**src/rtl/div_pkg.sv**
```systemverilog
`default_nettype none
// ============================================================================
// Module      : div_pkg
// Description : Shared types and operand-select codes for the Goldschmidt
//               divider sequencing controller.
// Revision    : 1.0 - initial release
// ============================================================================
package div_pkg;

    // Controller states; values are fixed so trace dumps stay stable.
    typedef enum logic [2:0] {
        S_IDLE  = 3'd0,
        S_LOAD  = 3'd1,
        S_MUL_N = 3'd2,
        S_MUL_D = 3'd3,
        S_REM   = 3'd4,
        S_ROUND = 3'd5,
        S_DONE  = 3'd6
    } div_state_t;

    // Multiplier A operand select codes.
    localparam logic [1:0] A_N    = 2'd0;
    localparam logic [1:0] A_D    = 2'd1;
    localparam logic [1:0] A_Q    = 2'd2;
    localparam logic [1:0] A_ZERO = 2'd3;

    // Multiplier B operand select codes.
    localparam logic B_K       = 1'b0;
    localparam logic B_DIVISOR = 1'b1;

    // Rounding mode encodings.
    localparam logic RM_NE = 1'b0;
    localparam logic RM_Z  = 1'b1;

endpackage
`default_nettype wire

```
**src/rtl/div_ctrl_if.sv**
```systemverilog
`default_nettype none
// ============================================================================
// Module      : div_ctrl_if
// Description : Issue-side handshake and datapath control bundle of the
//               divider controller. master = issue logic / observer,
//               slave = controller.
// Revision    : 1.0 - initial release
// ============================================================================
interface div_ctrl_if #(
    parameter int ITERS = 4,
    parameter int CW    = $clog2(ITERS + 1)
);
    import div_pkg::*;

    logic          start;
    logic          rm;
    logic          busy;
    logic          done;
    logic [1:0]    mul_a_sel;
    logic          mul_b_sel;
    logic          ld_nd;
    logic          ld_n;
    logic          ld_d;
    logic          ld_rem;
    logic          round_en;
    logic          rnd_z;
    logic [CW-1:0] iter;

    modport master (
        output start, rm,
        input  busy, done, mul_a_sel, mul_b_sel, ld_nd, ld_n, ld_d,
               ld_rem, round_en, rnd_z, iter
    );

    modport slave (
        input  start, rm,
        output busy, done, mul_a_sel, mul_b_sel, ld_nd, ld_n, ld_d,
               ld_rem, round_en, rnd_z, iter
    );
endinterface
`default_nettype wire

```
**src/rtl/div_iter_cnt.sv**
```systemverilog
`default_nettype none
// ============================================================================
// Module      : div_iter_cnt
// Description : Goldschmidt iteration counter. Clears on a new divide,
//               increments once per completed N/D pair and saturates at
//               ITERS. last_iter flags the pair that finishes the loop.
// Revision    : 1.0 - initial release
// ============================================================================
module div_iter_cnt
    import div_pkg::*;
#(
    parameter int ITERS = 4,
    parameter int CW    = $clog2(ITERS + 1)
) (
    input  wire logic          clk,
    input  wire logic          reset,
    input  wire logic          clr,
    input  wire logic          inc,
    output logic [CW-1:0]      iter,
    output logic               last_iter
);

    localparam logic [CW-1:0] C_MAX  = CW'(ITERS);
    localparam logic [CW-1:0] C_LAST = CW'(ITERS - 1);

    logic [CW-1:0] r_iter;

    // Clear has priority; increments stop once the full count is reached.
    always_ff @(posedge clk or posedge reset) begin
        if (reset) begin
            r_iter <= '0;
        end else if (clr) begin
            r_iter <= '0;
        end else if (inc && (r_iter != C_MAX)) begin
            r_iter <= r_iter + CW'(1);
        end
    end

    assign iter      = r_iter;
    assign last_iter = (r_iter == C_LAST);

endmodule
`default_nettype wire

```
**src/rtl/div_ctrl.sv**
```systemverilog
`default_nettype none
// ============================================================================
// Module      : div_ctrl
// Description : Sequencing controller for the iterative Goldschmidt divider.
//               Steps the shared multiplier through ITERS N*K / D*K pairs,
//               the remainder multiply and the rounding stage. All outputs
//               are decoded from registered state only.
//               Optional macro ROUND_Z_EN: latch rm at start and use it to
//               select round-toward-zero; without it rnd_z is tied low.
// Revision    : 1.0 - initial release
// ============================================================================
module div_ctrl
    import div_pkg::*;
#(
    parameter int ITERS = 4,
    parameter int CW    = $clog2(ITERS + 1)
) (
    input  wire logic   clk,
    input  wire logic   reset,
    div_ctrl_if.slave   bus
);

    div_state_t    r_state;
    div_state_t    w_next;
    logic          w_clr;
    logic          w_inc;
    logic          w_last_iter;
    logic [CW-1:0] w_iter;
    logic          w_rm_q;

    // State register.
    always_ff @(posedge clk or posedge reset) begin
        if (reset) begin
            r_state <= S_IDLE;
        end else begin
            r_state <= w_next;
        end
    end

`ifdef ROUND_Z_EN
    logic r_rm;

    // Capture the rounding mode only when a divide is accepted.
    always_ff @(posedge clk or posedge reset) begin
        if (reset) begin
            r_rm <= RM_NE;
        end else if ((r_state == S_IDLE) && bus.start) begin
            r_rm <= bus.rm;
        end
    end

    assign w_rm_q = r_rm;
`else
    logic w_unused_rm;
    assign w_unused_rm = bus.rm;
    assign w_rm_q      = RM_NE;
`endif

    div_iter_cnt #(
        .ITERS (ITERS),
        .CW    (CW)
    ) u_iter_cnt (
        .clk       (clk),
        .reset     (reset),
        .clr       (w_clr),
        .inc       (w_inc),
        .iter      (w_iter),
        .last_iter (w_last_iter)
    );

    // Next-state and Moore output decode.
    always_comb begin
        w_next        = r_state;
        w_clr         = 1'b0;
        w_inc         = 1'b0;
        bus.busy      = 1'b1;
        bus.done      = 1'b0;
        bus.mul_a_sel = A_ZERO;
        bus.mul_b_sel = B_K;
        bus.ld_nd     = 1'b0;
        bus.ld_n      = 1'b0;
        bus.ld_d      = 1'b0;
        bus.ld_rem    = 1'b0;
        bus.round_en  = 1'b0;
        unique case (r_state)
            S_IDLE: begin
                bus.busy = 1'b0;
                if (bus.start) begin
                    w_next = S_LOAD;
                    w_clr  = 1'b1;
                end
            end
            S_LOAD: begin
                bus.ld_nd = 1'b1;
                w_next    = S_MUL_N;
            end
            S_MUL_N: begin
                bus.mul_a_sel = A_N;
                bus.ld_n      = 1'b1;
                w_next        = S_MUL_D;
            end
            S_MUL_D: begin
                bus.mul_a_sel = A_D;
                bus.ld_d      = 1'b1;
                w_inc         = 1'b1;
                w_next        = w_last_iter ? S_REM : S_MUL_N;
            end
            S_REM: begin
                bus.mul_a_sel = A_Q;
                bus.mul_b_sel = B_DIVISOR;
                bus.ld_rem    = 1'b1;
                w_next        = S_ROUND;
            end
            S_ROUND: begin
                bus.round_en = 1'b1;
                w_next       = S_DONE;
            end
            S_DONE: begin
                bus.done = 1'b1;
                w_next   = S_IDLE;
            end
            default: begin
                bus.busy = 1'b0;
                w_next   = S_IDLE;
            end
        endcase
    end

    assign bus.rnd_z = w_rm_q;
    assign bus.iter  = w_iter;

endmodule
`default_nettype wire

```
**src/flat_wrapper.sv**
```systemverilog
// flat-port wrapper written by rule: the top's interface ports become plain ports
module div_ctrl_flat import div_pkg::*;
#(
    parameter int ITERS = 4,
    parameter int CW    = $clog2(ITERS + 1)
)
  (clk, reset, bus_start, bus_rm, bus_busy, bus_done, bus_mul_a_sel, bus_mul_b_sel, bus_ld_nd, bus_ld_n, bus_ld_d, bus_ld_rem, bus_round_en, bus_rnd_z, bus_iter);
  div_ctrl_if #(.ITERS(ITERS), .CW(CW)) bus_i ();
  input  wire logic clk;
  input  wire logic reset;
  input wire logic [$bits(bus_i.start)-1:0] bus_start;
  input wire logic [$bits(bus_i.rm)-1:0] bus_rm;
  output wire logic [$bits(bus_i.busy)-1:0] bus_busy;
  output wire logic [$bits(bus_i.done)-1:0] bus_done;
  output wire logic [$bits(bus_i.mul_a_sel)-1:0] bus_mul_a_sel;
  output wire logic [$bits(bus_i.mul_b_sel)-1:0] bus_mul_b_sel;
  output wire logic [$bits(bus_i.ld_nd)-1:0] bus_ld_nd;
  output wire logic [$bits(bus_i.ld_n)-1:0] bus_ld_n;
  output wire logic [$bits(bus_i.ld_d)-1:0] bus_ld_d;
  output wire logic [$bits(bus_i.ld_rem)-1:0] bus_ld_rem;
  output wire logic [$bits(bus_i.round_en)-1:0] bus_round_en;
  output wire logic [$bits(bus_i.rnd_z)-1:0] bus_rnd_z;
  output wire logic [$bits(bus_i.iter)-1:0] bus_iter;
  assign bus_i.start = bus_start;
  assign bus_i.rm = bus_rm;
  assign bus_busy = bus_i.busy;
  assign bus_done = bus_i.done;
  assign bus_mul_a_sel = bus_i.mul_a_sel;
  assign bus_mul_b_sel = bus_i.mul_b_sel;
  assign bus_ld_nd = bus_i.ld_nd;
  assign bus_ld_n = bus_i.ld_n;
  assign bus_ld_d = bus_i.ld_d;
  assign bus_ld_rem = bus_i.ld_rem;
  assign bus_round_en = bus_i.round_en;
  assign bus_rnd_z = bus_i.rnd_z;
  assign bus_iter = bus_i.iter;
  div_ctrl #(.ITERS(ITERS), .CW(CW)) u_core (.clk(clk), .reset(reset), .bus(bus_i));
endmodule
```
**config.mk**
```make
export PLATFORM = sky130hd
export DESIGN_NAME = div_ctrl_flat
export DESIGN_NICKNAME = d
export VERILOG_FILES = /design/src/rtl/div_pkg.sv /design/src/rtl/div_ctrl_if.sv /design/src/rtl/div_iter_cnt.sv /design/src/rtl/div_ctrl.sv /design/src/flat_wrapper.sv
export SDC_FILE = /design/constraint.sdc
export NUM_CORES = 1
export LEC_CHECK = 0
export ABC_AREA = 1
export CORE_AREA = 3 3 40 42
export DETAILED_ROUTE_END_ITERATION = 8
export DIE_AREA = 0 0 43 45
export HOLD_SLACK_MARGIN = 0.02
export PLACE_DENSITY = 0.69
export SETUP_SLACK_MARGIN = 0.1
export SLEW_MARGIN = 10
export SYNTH_ARGS = -nofsm -noshare
export SYNTH_HDL_FRONTEND = slang
export SYNTH_HIERARCHICAL = 1
export SYNTH_SLANG_ARGS = --single-unit
```
**constraint.sdc**
```tcl
create_clock -name clk -period 1.3 [get_ports clk]
set_clock_uncertainty 0.05 [all_clocks]
set_input_delay 0.195 -clock clk [delete_from_list [all_inputs] [get_ports clk]]
set_output_delay 0.195 -clock clk [all_outputs]
set_load 0.05 [all_outputs]
```
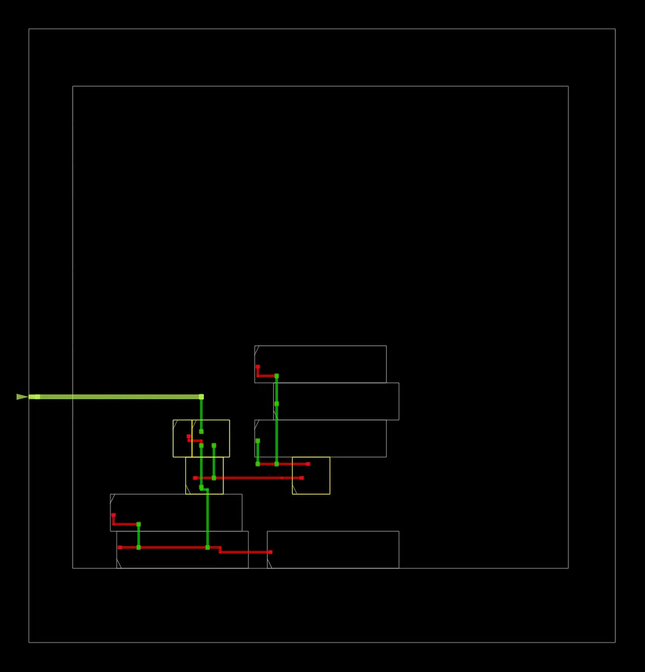
(run_1/clocks.png)
clk_lat worst skew: 0.24 ns
clock sink total: 6

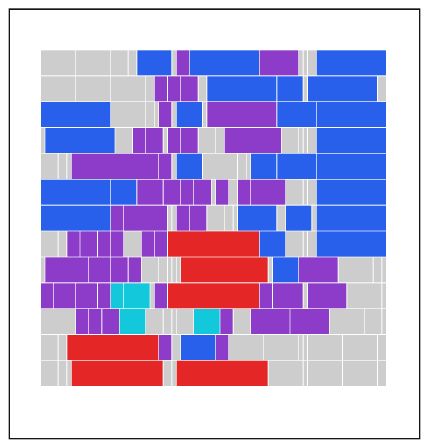
(run_1/placement_by_type.png)
Fill, decap, tap and diode cells in grey.
[remaining buffers and delay cells] blue | cells: 27 | share of their area: 43%
[combinational and other logic] purple | cells: 52 | share of their area: 37%
[clock drivers and dummy loads] cyan | cells: 4 | share of their area: 2.9%
[sequential cells] red | cells: 6 | share of their area: 17%

==> metrics.csv, run 1 <==
stage,metric,value,unit
clock_tree,cts bufs inserted,3,
setup_path,reg2reg start,u_core/r_state[2],
yosys,number of cells in Yosys stat,62,
yosys,synthesized cell area,445,sq um
power_and_ir_drop,VDD IR max,1.88,mV
run_status,failing checks,negative setup slack,
timing,final worst slack,-0.167,ns
cells_and_area,fin cells,104,
placed_design,post-detailed-placement half-perimeter wirelength,800,um
grt,initial antenna violation count,0,
cells_and_area,Top cells excl fill/tap,"buf_12, inv_1, nand2_1",
die,Rows,13,
die,FP Core Util,0.347,
clock_tree,Worst-path clk slew,0.05,ns
route,DR top layer,met3,
die,area of the chip,0.00194,sq mm
timing,final setup fails,11,
yosys,Yosys warnings,6,
run,number of OpenROAD warnings,31,
cells_and_area,fin nets,97,
power_and_ir_drop,PD cells,2720,mW/mm^2
die,Die Wd,43,um
yosys,Nets at Floorplan,69,
timing,FMAX,681,MHz
route,Met2 Wirelength,565,um
setup_path,CP Max Fanout,7,
run_status,outcome,finished with violations,
clock_tree,CTS root buffer,clkbuf_4,
cells_and_area,ANT cells,0,
timing,Hold Fails Final Rpt,0,
route,M1 WL,409,um
clock_tree,H-tree depth,1,
clock_tree,CTS tree,yes,
timing,RSZ-0062 raised after global routing,true,
route,vias post-DR,465,
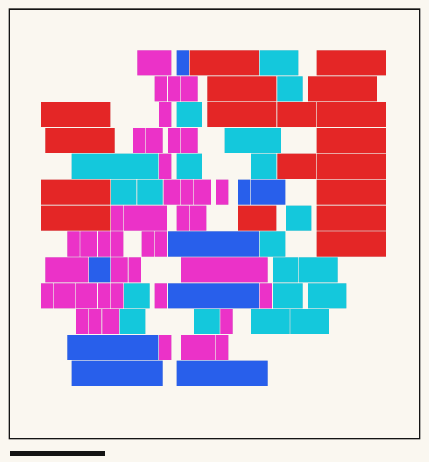
(run_1/sizes.png)
Bar = 10 um.
[_0 and _1 cells] magenta | cells: 42 | share: 47%
[_3 and _4 cells] cyan | cells: 20 | share: 22%
[_6 and larger] red | cells: 18 | share: 20%
[_2 cells] blue | cells: 9 | share: 10%

==> run 1: worst max-delay path, cell delays in order (launching register included) <==
cell     delay (ns)
dfrtp_2        0.47
buf_12         0.14
nand2_8        0.04
nor2_4         0.14
nor2_4         0.05
buf_12         0.14
==> run 1: synthesized netlist by cell type (2+ instances only) <==
cell type / count / area share
inv_1: 13 / 0.11
nand2_1: 11 / 0.093
nand3_1: 7 / 0.079
nor2_1: 7 / 0.059
dfrtp_1: 6 / 0.34
ha_1: 3 / 0.084
buf_4: 2 / 0.034
buf_6: 2 / 0.051
nand4_1: 2 / 0.028
==> run 1: power breakdown <==
part,internal [uW],switching [uW]
Sequential,279,169
Combinational,908,998
Clock,116,60.7
Total,1300,1230
==> run 1: metrics by stage <==
stage          power, uW  cell area (sq um)   util
6_report            2530                930  0.723
5_1_grt             2690                930  0.723
4_1_cts             2550                923  0.719
3_5_place_dp        2220                840  0.653
3_3_place_gp        2200                840  0.653
2_1_floorplan       1400                509      -
==> run 1: logic make-up (layout without fill, tap and decap cells) <==
logic type                 after synthesis  in the layout  synth area share
AOI/OAI and AO/OA                        2              2            0.0225
adders and majority gates                3              3            0.0843
buffers and inverters                   18             45             0.202
DFF                                      6              6             0.337
other                                    1              1           0.00842
and+or+nand+nor                         32             32             0.346
==> run 1: final cells by class <==
type	count	area, sq um
repair buffers	27	394
flip-flops and latches	6	156
well taps	15	18.8
multi-input cells	38	273
clock buffers	4	26.3
inverters	14	61.3
fillers	82	355
==> run 1: final timing paths <==
path                            slack [ns]  cells past startpoint                   endpoint
worst min-delay path                  0.09                      2  u_core/u_iter_cnt/iter[2]
worst min register to register        0.56                      2  u_core/u_iter_cnt/iter[0]
max in group asynchronous             0.96                      2          u_core/r_state[1]
worst max-delay path                 -0.17                      5           bus_mul_a_sel[0]
min in group clk                      0.56                      2  u_core/u_iter_cnt/iter[0]
worst max register to register       -0.05                      8  u_core/u_iter_cnt/iter[2]
==> run 1: flip-flops by register name (all words and copies together), names as in the netlist <==
signal and count:
u_core/r_state 3, u_core/u_iter_cnt/iter 3
==> run 1: metal layers <==
| metal | vias up | global-route usage |
|---|---|---|
| met1 | 212 | 0.127 |
| met3 | 0 | 0.0239 |
| met4 | 0 | 0.0181 |
| li1 | 240 | - |
| met2 | 13 | 0.260 |
| met5 | - | 0 |
==> run 1: what timing repair did <==
action,CTS,global route
endpoints found under the setup margin,13,14
gates cloned,0,0
pin swaps,4,1
endpoints found under the hold margin,0,0
gates resized,12,2
buffers inserted,4,0
==> inputs of run 2 (changes only) <==
--- a/config.mk
+++ b/config.mk
@@ -6,9 +6,9 @@
 export NUM_CORES = 1
 export LEC_CHECK = 0
 export ABC_AREA = 1
-export CORE_AREA = 3 3 40 42
+export CORE_AREA = 2 2 39 41
 export DETAILED_ROUTE_END_ITERATION = 8
-export DIE_AREA = 0 0 43 45
+export DIE_AREA = 0 0 41 43
 export HOLD_SLACK_MARGIN = 0.02
 export PLACE_DENSITY = 0.69
 export SETUP_SLACK_MARGIN = 0.1
==> constraint.sdc (replaced) <==
create_clock -name clk -period 1.3 [get_ports clk]
set_clock_uncertainty 0.05 [all_clocks]
set_input_delay 0.195 -clock clk [delete_from_list [all_inputs] [get_ports clk]]
set_output_delay 0.195 -clock clk [all_outputs]
set_load 0.005 [all_outputs]
==> run 2 against run 1 <==
The run still ends with negative setup slack left. Critical path depth is 1 lower. Cell area is 0.13% higher. Global-route usage is 6.6 points higher. Fmax is 1.4% higher. Total power is 23% lower. Register-to-register slack better by 0.03 ns. Worst setup slack better by 0.021 ns. Largest cell class unchanged. Highest routed layer unchanged.
==> metrics.csv, run 2 <==
stage,metric,value,unit,change
run_status,outcome,finished with violations,,unchanged
run_status,failing checks,negative setup slack,,unchanged
power_and_ir_drop,Pleak,0.000500,uW,was 0.000447 uW
yosys,asr flop ratio synth,1.00,,unchanged
yosys,yosys synthesis chip area,445,sq um,unchanged
setup_path,CP Launch Type,register,,unchanged
cells_and_area,Top cells excl fill/tap,"buf_4, buf_6, inv_1",,"was buf_12, inv_1, nand2_1"
power_and_ir_drop,VDD IR max,1.12,mV,was 1.88 mV
cells_and_area,share of cells above drive strength 1,0.620,,was 0.528
route,Residual DRC,0,,unchanged
grt,first-pass GRT wire length,2260,um,was 1840 um
power_and_ir_drop,PD cells,2100,mW/mm^2,was 2720 mW/mm^2
hold_path,Hold Crit Class,primary input to asynchronous set/reset pin,,unchanged
timing,final slew viol count,0,,unchanged
clock_tree,cts hold-fix bufs,0,,unchanged
timing,Hold WS,0.0882,ns,was 0.0946 ns
grt,initial antenna violation count,0,,unchanged
yosys,most frequent cell after synthesis,inv_1,,unchanged
yosys,Cell variety after synth,18,,unchanged
route,routed vias/inst,4.40,,was 4.47
cells_and_area,synth-to-layout area growth,109,%,about the same
placed_design,Port Buffers,15,,unchanged
run,number of OpenROAD warnings,30,,was 31
route,vias post-DR,546,,was 465
route,routed len/inst,11.1,um,was 9.92 um
yosys,Post-Synthesis Mean Instance Area,7.18,sq um,unchanged
timing,RSZ-0062 raised after global routing,true,,unchanged
timing,final worst slack,-0.147,ns,was -0.167 ns
yosys,Nets at Floorplan,69,,unchanged
grt,GRT overflow,0,,unchanged
route,DR top layer,met3,,unchanged
setup_path,CP endpoint kind,output pin,,unchanged
timing,Hold Fails Final Rpt,0,,unchanged
clock_tree,clock sink total,6,,unchanged
clock_tree,CTS root buffer,clkbuf_4,,unchanged
route,Post-DRT Antenna Nets,0,,unchanged
yosys,Yosys warnings,6,,unchanged
route,Met2 Wirelength,818,um,was 565 um
yosys,Top area cell types,"dfrtp_1, inv_1, nand2_1",,unchanged
timing,FMAX,691,MHz,was 681 MHz
yosys,Gate Count Post-Synth,62,,unchanged
cells_and_area,most frequent logic cell in the layout,buf_4,,was buf_12
yosys,cell type with the largest total area,dfrtp_1,,unchanged
die,area of the chip,0.00176,sq mm,was 0.00194 sq mm
placed_design,Setup WS pre-CTS,-0.266,ns,was -0.0298 ns
yosys,commonest cells in the netlist,"inv_1, nand2_1, nand3_1, nor2_1, dfrtp_1",,unchanged
die,Rows,14,,was 13
route,routed wire length,1380,um,was 1030 um
die,Die Wd,41,um,was 43 um
placed_design,post-detailed-placement half-perimeter wirelength,694,um,was 800 um
grt,via count of the first global-routing pass,573,,was 493
setup_path,CP Class,register to output pin,,unchanged
setup_path,Crit path arrival time,1.20,ns,was 1.22 ns
yosys,post-synth top area share,0.337,,unchanged
setup_path,CP required,1.05,ns,about the same
yosys,post-synthesis register bit count,6,,unchanged
die,FP Core Util,0.322,,was 0.347
run,Max Cap Viol,0,,unchanged
timing,Setup Total Neg Slack,-1.08,ns,was -1.35 ns
die,die y size,43,um,was 45 um
route,Detailed Routing Iterations Pass 1,2,,unchanged
clock_tree,clk_lat worst skew,0.24,ns,about the same
grt,Total GRT Usage,0.189,,was 0.124
yosys,ys flop type,dfrtp_1,,unchanged
route,met3 WL,67,um,was 58 um
cells_and_area,fin nets,117,,was 97
grt,largest net degree at the start of global routing,6,,was 9
clock_tree,CTS tree,yes,,unchanged
timing,crit path time final,1.45,ns,was 1.47 ns
clock_tree,Max clock buf depth,2,,unchanged
yosys,synthesized cell area,445,sq um,unchanged
yosys,number of cells in Yosys stat,62,,unchanged
setup_path,CP Max Fanout,5,,was 7
route,initial drt markers,2,,was 6
clock_tree,cts bufs inserted,3,,unchanged
placed_design,RePlAce Congestion,0.703,,was 0.731
timing,final setup fails,11,,unchanged
clock_tree,Worst-path clk slew,0.05,ns,about the same
die,core box area,0.00138,sq mm,was 0.00128 sq mm
yosys,flip-flops with a built-in enable,0,,unchanged
clock_tree,H-tree depth,1,,unchanged
route,M1 WL,494,um,was 409 um
cells_and_area,ANT cells,0,,unchanged
[run 2: worst max-delay path: stages (launching register included)]
cell	delay (ns)
dfrtp_2	0.44
buf_4	0.16
nor3_4	0.18
nor2_1	0.06
buf_2	0.12
[run 2: report_power, final]
part | switching (uW) | internal, uW
combinational | 635 | 808
sequential | 70.1 | 270
clock | 68.6 | 105
total | 774 | 1180
[run 2: final cells by class]
cell class	instances	area, sq um
Clock buffer	3	22.5
Fill cell	120	453
Inverter	14	55.1
Multi-Input combinational cell	38	289
Sequential cell	6	153
Tap cell	16	20.0
Timing Repair Buffer	47	392
[run 2: what timing repair did]
action,4_1_cts,5_1_grt
gates cloned,0,0
buffers inserted,20,4
setup endpoints to repair,16,13
gates resized,70,7
pin swaps,14,8
[run 2: logic make-up after synthesis]
| group | count (synthesis) | share of synthesized area |
|---|---|---|
| compound gates | 2 | 0.0225 |
| simple gates | 32 | 0.346 |
| other cells | 1 | 0.00842 |
| fa+ha+maj | 3 | 0.0843 |
| buf+inv | 18 | 0.202 |
| flops | 6 | 0.337 |
[run 2: per-stage QoR]
stage / total power [uW] / util / std cells / area [sq um]
global route: 2120 / 0.673 / 124 / 931
finish: 1960 / 0.673 / 124 / 931
CTS: 1860 / 0.639 / 120 / 885
global placement: 1200 / 0.467 / 98 / 646
detailed placement: 1220 / 0.467 / 98 / 646
floorplan: 815 / - / 62 / 445
[run 2: metal layers]
| layer | vias to the layer above | GRT usage |
|---|---|---|
| li1 | 278 | - |
| met1 | 255 | 0.172 |
| met2 | 13 | 0.375 |
| met3 | 0 | 0.0471 |
| met4 | 0 | 0.0400 |
| met5 | - | 0 |
[run 2: worst paths after layout]
kind	start	to	slack, ns	depth (start not counted)
worst max-delay path	u_core/r_state[0]	bus_mul_a_sel[0]	-0.15	4
worst min-delay path	reset	u_core/u_iter_cnt/iter[2]	0.09	2
worst max register to register	u_core/r_state[1]	u_core/u_iter_cnt/iter[1]	-0.02	8
worst min register to register	u_core/r_state[2]	u_core/r_state[2]	0.58	3
max in group asynchronous	reset	u_core/r_state[0]	0.96	2
min in group clk	u_core/r_state[2]	u_core/r_state[2]	0.58	3
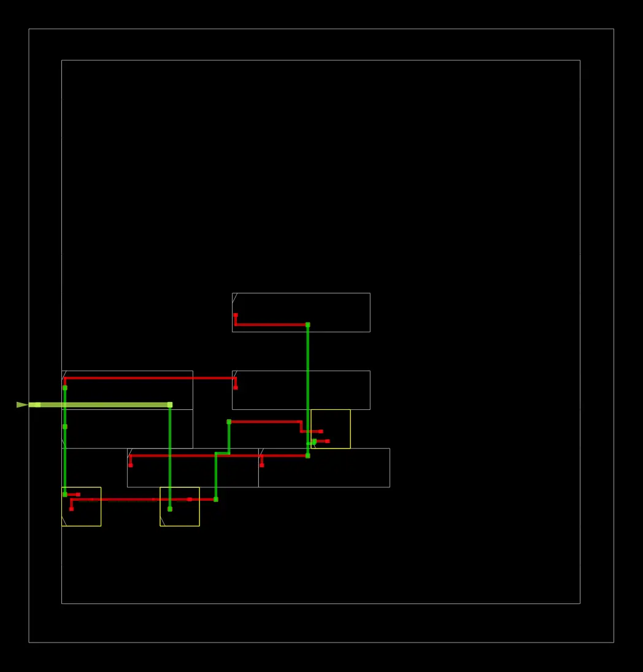
(run_2/clocks.png)
P_clk: 173 uW
# clk buffers: 3

==> inputs of run 3 (changes only) <==
--- a/config.mk
+++ b/config.mk
@@ -11,6 +11,7 @@
 export DIE_AREA = 0 0 41 43
 export HOLD_SLACK_MARGIN = 0.02
 export PLACE_DENSITY = 0.69
+export RECOVER_POWER = 100
 export SETUP_SLACK_MARGIN = 0.1
 export SLEW_MARGIN = 10
 export SYNTH_ARGS = -nofsm -noshare
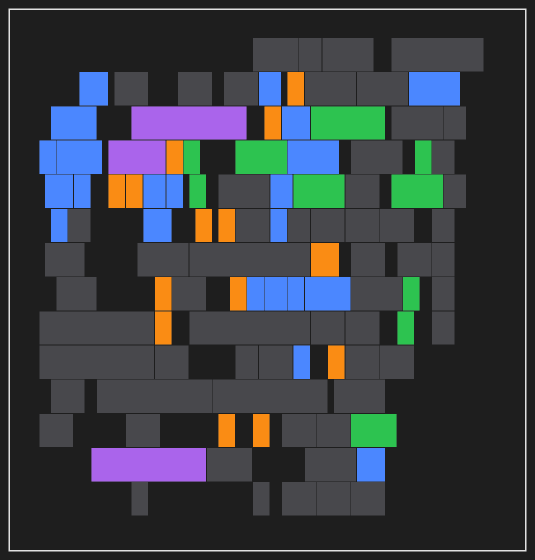
(run_3/logic_types.png)
[nor cells] green | cells: 10 | most used: nor2_1
[nand cells] blue | cells: 22 | most used: nand2_1
[inv cells] orange | cells: 14 | most used: inv_1
[fa/ha/maj cells] purple | cells: 3 | most used: ha_4

==> run 3 against run 2 <==
The run still ends with negative setup slack left. Synthesized cell count unchanged. Utilization decreased by 0.54 points. Cell area decreased by 0.81%. Highest routed layer unchanged. Via count decreased by 0.18%. Worst setup slack about the same. First-iteration DRC count unchanged. Fmax about the same. Register-to-register slack about the same. Total power decreased by 1.2%.
==> metrics.csv, run 3 <==
stage,metric,value,unit,change
run_status,outcome,finished with violations,,unchanged
run_status,failing checks,negative setup slack,,unchanged
yosys,Gate Count Post-Synth,62,,unchanged
run,Max Cap Viol,0,,unchanged
timing,RSZ-0062 raised after global routing,true,,unchanged
setup_path,reg2reg start,u_core/r_state[1],,unchanged
placed_design,Post-DP Area,646,sq um,unchanged
route,Residual DRC,0,,unchanged
cells_and_area,synth-to-layout area growth,107,%,was 109%
timing,final setup fails,13,,was 11
yosys,commonest cells in the netlist,"inv_1, nand2_1, nand3_1, nor2_1, dfrtp_1",,unchanged
power_and_ir_drop,VDD IR max,1.12,mV,about the same
route,Detailed Routing Iterations Pass 1,2,,unchanged
setup_path,Crit path arrival time,1.20,ns,about the same
power_and_ir_drop,PD cells,2090,mW/mm^2,was 2100 mW/mm^2
cells_and_area,post-route cell area,923,sq um,was 931 sq um
die,core box area,0.00138,sq mm,unchanged
die,Rows,14,,unchanged
setup_path,CP endpoint kind,output pin,,unchanged
timing,final slew viol count,0,,unchanged
yosys,synthesized cell area,445,sq um,unchanged
placed_design,Port Buffers,15,,unchanged
setup_path,CP Max Fanout,5,,unchanged
setup_path,"CP delay by family, top",flip-flops,,unchanged
route,initial drt markers,2,,unchanged
yosys,post-synthesis register bit count,6,,unchanged
clock_tree,CTS root buffer,clkbuf_4,,unchanged
power_and_ir_drop,Pleak,0.000495,uW,was 0.000500 uW
yosys,Top area cell types,"dfrtp_1, inv_1, nand2_1",,unchanged
yosys,number of cells in Yosys stat,62,,unchanged
timing,final worst slack,-0.147,ns,about the same
route,routed wire length,1380,um,about the same
yosys,cell type with the largest total area,dfrtp_1,,unchanged
run,number of OpenROAD warnings,30,,unchanged
setup_path,CP required,1.05,ns,about the same
clock_tree,clk_lat worst skew,0.24,ns,about the same
die,Die Wd,41,um,unchanged
yosys,flip-flops with a built-in enable,0,,unchanged
grt,initial antenna violation count,0,,unchanged
yosys,ys flop type,dfrtp_1,,unchanged
setup_path,Max stage delay on crit path,0.44,ns,about the same
==> run 3: power by group <==
| part | switching [uW] | internal, uW | total (uW) |
|---|---|---|---|
| registers | 66.8 | 270 | 337 |
| logic | 636 | 787 | 1420 |
| clock network | 68.8 | 105 | 173 |
| total | 771 | 1160 | 1930 |
==> run 3: kinds of logic (layout without fill, tap and decap cells) <==
kind of cell / Yosys count / after routing / synth area share
adder cells (fa/ha/maj): 3 / 3 / 0.0843
other: 1 / 1 / 0.00842
AND-OR/OR-AND: 2 / 2 / 0.0225
AND/OR/NAND/NOR: 32 / 32 / 0.346
flip-flops: 6 / 6 / 0.337
buffers and inverters: 18 / 64 / 0.202
==> run 3: final cells by class <==
| type | count | area (sq um) | share of cell area |
|---|---|---|---|
| Timing Repair Buffer | 47 | 384 | 0.416 |
| Multi-Input combinational cell | 38 | 289 | 0.313 |
| Tap cell | 16 | 20.0 | 0.0217 |
| Inverter | 14 | 55.1 | 0.0596 |
| Clock buffer | 3 | 22.5 | 0.0244 |
| Sequential cell | 6 | 153 | 0.165 |
==> run 3: worst paths after layout <==
| path | endpoint | slack, ns | depth (start not counted) |
|---|---|---|---|
| worst max-delay path | bus_mul_a_sel[0] | -0.15 | 4 |
| worst min-delay path | u_core/u_iter_cnt/iter[2] | 0.22 | 2 |
| worst max register to register | u_core/u_iter_cnt/iter[1] | -0.02 | 8 |
| worst min register to register | u_core/r_state[2] | 0.58 | 3 |
| max in group asynchronous | u_core/r_state[0] | 0.83 | 2 |
| min in group clk | u_core/r_state[2] | 0.58 | 3 |
==> run 3: metrics by stage <==
| stage | setup WS [ns] | instances | utilization | setup TNS, ns | power (uW) |
|---|---|---|---|---|---|
| 6_report | -0.147 | 124 | 0.667 | -1.10 | 1930 |
| 3_3_place_gp | -0.240 | 98 | 0.467 | -2.12 | 1200 |
| 2_1_floorplan | 0.133 | 62 | - | 0 | 815 |
| 4_1_cts | -0.153 | 120 | 0.639 | -0.921 | 1860 |
| 3_5_place_dp | -0.266 | 98 | 0.467 | -2.21 | 1220 |
| 5_1_grt | -0.205 | 124 | 0.667 | -1.90 | 2100 |
==> run 3: layer usage <==
layer / GRT usage / share of wire / vias up
met2: 0.375 / 0.59 / 13
met1: 0.172 / 0.36 / 254
met3: 0.0471 / 0.048 / 0
met5: 0 / 0 / -
met4: 0.0400 / 0 / 0
li1: - / - / 278
==> run 3: repair_timing <==
action	4_1_cts	5_1_grt
pin swaps	14	8
gates resized	70	7
setup buffers	20	4
endpoints found under the setup margin	16	13
Power figures rest on the tool's default switching activity, not on a simulated workload.
